## src/rtl/ps2_key_decoder.sv

```systemverilog
// PS/2 keyboard receiver plus make/break decoder producing a held-key vector {Up, Down, Left, Right}; define PS2_WASD_EN to also map W/S/A/D.
// Latency: the filtered clock falls 2 + FILTER_LEN clk after the pin does; code_valid/frame_err follow one clk after the stop-bit strobe, and buttons one clk after that.
// Backpressure: none. The keyboard sets the pace, and every output pulse lasts exactly one cycle.
module ps2_key_decoder #(
    parameter int FILTER_LEN     = 8,
    parameter int TIMEOUT_CYCLES = 100000
) (
    input  logic       clk,
    input  logic       reset_n,
    input  logic       ps2_clk,
    input  logic       ps2_data,
    output logic [3:0] r_bar_buttons,
    output logic [7:0] code,
    output logic       code_valid,
    output logic       frame_err
);

    localparam int FCW = $clog2(FILTER_LEN + 1);
    localparam int TCW = $clog2(TIMEOUT_CYCLES + 1);

    typedef enum logic [1:0] {
        S_IDLE,
        S_DATA,
        S_PARITY,
        S_STOP
    } rx_state_e;

    logic [1:0]     clk_sync_q, clk_sync_d;
    logic [1:0]     dat_sync_q, dat_sync_d;
    logic           filt_q, filt_d;
    logic [FCW-1:0] fcnt_q, fcnt_d;
    logic           fall_stb;
    logic           rx_bit;

    rx_state_e      state_q, state_d;
    logic [2:0]     bit_cnt_q, bit_cnt_d;
    logic [7:0]     shift_q, shift_d;
    logic           par_q, par_d;
    logic [TCW-1:0] tmo_q, tmo_d;
    logic [7:0]     code_q, code_d;
    logic           code_valid_q, code_valid_d;
    logic           frame_err_q, frame_err_d;

    logic           ext_q, ext_d;
    logic           brk_q, brk_d;
    logic [3:0]     btn_q, btn_d;

    // Synchroniser stages and the glitch filter idle high, matching the released PS/2 line.
    always_comb begin
        clk_sync_d = {clk_sync_q[0], ps2_clk};
        dat_sync_d = {dat_sync_q[0], ps2_data};
        filt_d     = filt_q;
        fcnt_d     = '0;
        if (clk_sync_q[1] != filt_q) begin
            if (fcnt_q == FCW'(FILTER_LEN - 1)) begin
                filt_d = clk_sync_q[1];
            end else begin
                fcnt_d = fcnt_q + FCW'(1);
            end
        end
    end

    assign fall_stb = filt_q & ~filt_d;
    assign rx_bit   = dat_sync_q[1];

    always_comb begin
        state_d      = state_q;
        bit_cnt_d    = bit_cnt_q;
        shift_d      = shift_q;
        par_d        = par_q;
        tmo_d        = tmo_q;
        code_d       = code_q;
        code_valid_d = 1'b0;
        frame_err_d  = 1'b0;
        if (fall_stb) begin
            tmo_d = '0;
            case (state_q)
                S_IDLE: begin
                    if (!rx_bit) begin
                        state_d   = S_DATA;
                        bit_cnt_d = '0;
                    end
                end
                S_DATA: begin
                    shift_d   = {rx_bit, shift_q[7:1]};
                    bit_cnt_d = bit_cnt_q + 3'd1;
                    if (bit_cnt_q == 3'd7) begin
                        state_d = S_PARITY;
                    end
                end
                S_PARITY: begin
                    par_d   = rx_bit;
                    state_d = S_STOP;
                end
                S_STOP: begin
                    state_d = S_IDLE;
                    if (rx_bit && (^{shift_q, par_q})) begin
                        code_d       = shift_q;
                        code_valid_d = 1'b1;
                    end else begin
                        frame_err_d = 1'b1;
                    end
                end
                default: state_d = S_IDLE;
            endcase
        end else if (state_q != S_IDLE) begin
            // A strobe in the same cycle takes the branch above, so it always beats the timeout.
            if (tmo_q == TCW'(TIMEOUT_CYCLES - 1)) begin
                state_d     = S_IDLE;
                tmo_d       = '0;
                frame_err_d = 1'b1;
            end else begin
                tmo_d = tmo_q + TCW'(1);
            end
        end else begin
            tmo_d = '0;
        end
    end

    always_comb begin
        ext_d = ext_q;
        brk_d = brk_q;
        btn_d = btn_q;
        if (frame_err_q) begin
            ext_d = 1'b0;
            brk_d = 1'b0;
        end else if (code_valid_q) begin
            if (code_q == 8'hE0) begin
                ext_d = 1'b1;
            end else if (code_q == 8'hF0) begin
                brk_d = 1'b1;
            end else begin
                if (ext_q) begin
                    case (code_q)
                        8'h75:   btn_d[3] = ~brk_q;
                        8'h72:   btn_d[2] = ~brk_q;
                        8'h6B:   btn_d[1] = ~brk_q;
                        8'h74:   btn_d[0] = ~brk_q;
                        default: ;
                    endcase
                end
`ifdef PS2_WASD_EN
                else begin
                    case (code_q)
                        8'h1D:   btn_d[3] = ~brk_q;
                        8'h1B:   btn_d[2] = ~brk_q;
                        8'h1C:   btn_d[1] = ~brk_q;
                        8'h23:   btn_d[0] = ~brk_q;
                        default: ;
                    endcase
                end
`endif
                ext_d = 1'b0;
                brk_d = 1'b0;
            end
        end
    end

    always_ff @(posedge clk or negedge reset_n) begin
        if (!reset_n) begin
            clk_sync_q   <= 2'b11;
            dat_sync_q   <= 2'b11;
            filt_q       <= 1'b1;
            fcnt_q       <= '0;
            state_q      <= S_IDLE;
            bit_cnt_q    <= '0;
            shift_q      <= '0;
            par_q        <= 1'b0;
            tmo_q        <= '0;
            code_q       <= 8'h00;
            code_valid_q <= 1'b0;
            frame_err_q  <= 1'b0;
            ext_q        <= 1'b0;
            brk_q        <= 1'b0;
            btn_q        <= '0;
        end else begin
            clk_sync_q   <= clk_sync_d;
            dat_sync_q   <= dat_sync_d;
            filt_q       <= filt_d;
            fcnt_q       <= fcnt_d;
            state_q      <= state_d;
            bit_cnt_q    <= bit_cnt_d;
            shift_q      <= shift_d;
            par_q        <= par_d;
            tmo_q        <= tmo_d;
            code_q       <= code_d;
            code_valid_q <= code_valid_d;
            frame_err_q  <= frame_err_d;
            ext_q        <= ext_d;
            brk_q        <= brk_d;
            btn_q        <= btn_d;
        end
    end

    assign r_bar_buttons = btn_q;
    assign code          = code_q;
    assign code_valid    = code_valid_q;
    assign frame_err     = frame_err_q;

endmodule

```

## config.mk

```make
export PLATFORM = sky130hd
export DESIGN_NAME = ps2_key_decoder
export DESIGN_NICKNAME = d
export VERILOG_FILES = /design/src/rtl/ps2_key_decoder.sv
export SDC_FILE = /design/constraint.sdc
export NUM_CORES = 1
export LEC_CHECK = 0
export ABC_AREA = 1
export CORE_MARGIN = 10
export CORE_UTILIZATION = 60
export DETAILED_ROUTE_END_ITERATION = 7
export GPL_TIMING_DRIVEN = 0
export MAX_ROUTING_LAYER = met4
export PLACE_DENSITY_LB_ADDON = 0.1
export REMOVE_ABC_BUFFERS = 1
export SYNTH_ARGS = -nofsm -noshare
export SYNTH_HDL_FRONTEND = slang
export SYNTH_SLANG_ARGS = --single-unit
```

## constraint.sdc

```tcl
create_clock -name clk -period 5.2 [get_ports clk]
set_clock_uncertainty 0.2 [all_clocks]
set_input_delay 1.56 -clock clk [delete_from_list [all_inputs] [get_ports clk]]
set_output_delay 1.56 -clock clk [all_outputs]
set_load 0.05 [all_outputs]
```

==> metrics.cfg <==
[placed_design]
dp_hpwl_um=3980
dpl_cell_area_um2=3110

[worst_hold_path]
hp-start=clk_sync_q[0]
hold_path_end=clk_sync_q[1]

[sta]
max_freq_ghz=0.299
grt_setup_unrepaired=no

[power_and_ir_drop]
switching_share_pct=24.8

[synth]
ys.flops=56
top_cells_by_count=nand2_1, inv_1, dfrtp_1
synthAoiAreaFrac_pct=8.19

[routing]
post_drt_via_cell_ratio=5.28
wl_um=5200

[outcome]
status=complete, no violations

[layout]
final-clk-cell-share_pct=3.00
area_delta_synth_final_pct=11.6
seq_share_pct=43.9
drive_above_1_share_pct=6.15

[worst_setup_path]
critPathCaptureType=output port

[die]
chip_area_um2=7960

[clock_tree]
cts_buffer_depth=2
ctsHoldBuffers=0

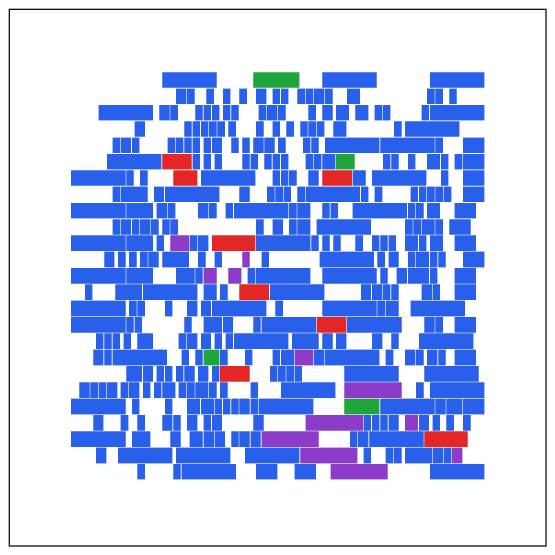
**Above:** cells by drive strength.
(6 px per um)
blue -> x1 and smaller  # cells 366, share 94%
red -> x6 and larger  # cells 8, share 2.1%
purple -> x2  # cells 12, share 3.1%
green -> x3 and x4  # cells 4, share 1.0%

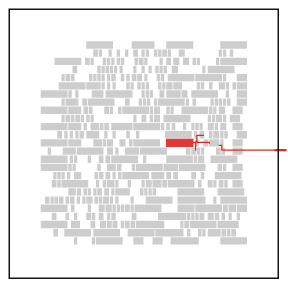
**Above:** I/O nets highlighted.
(3 px per um)
red -> `code_valid`  # bits 1, direction output, edge east, end cells 1, buffers 1, wire 34.7 um

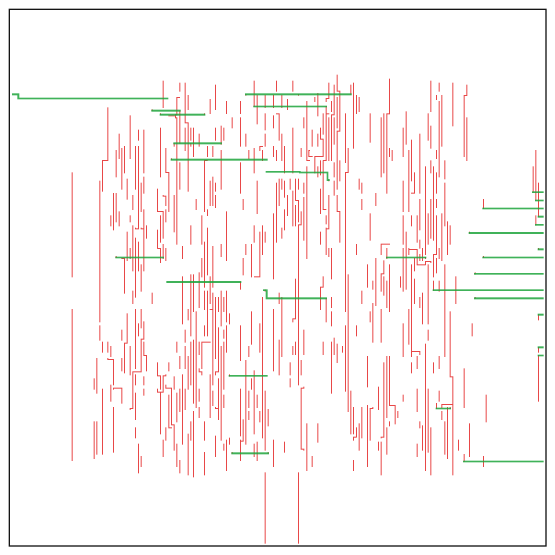
**Above:** metal layers overlaid.
(6 px per um) Only two layers are drawn.
green -> M3  # wire length 249 um
red -> M2  # wire length 2,300 um

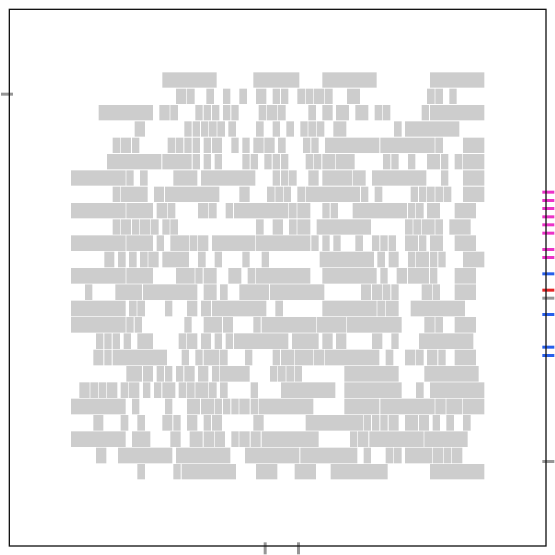
**Above:** ports around the boundary.
(6 px per um) Pins as bars across the die edge, other pins in grey.
magenta -> `code`  # pins 8, direction output, edge east
blue -> `r_bar_buttons`  # pins 4, direction output, edge east
red -> `code_valid`  # pins 1, direction output, edge east

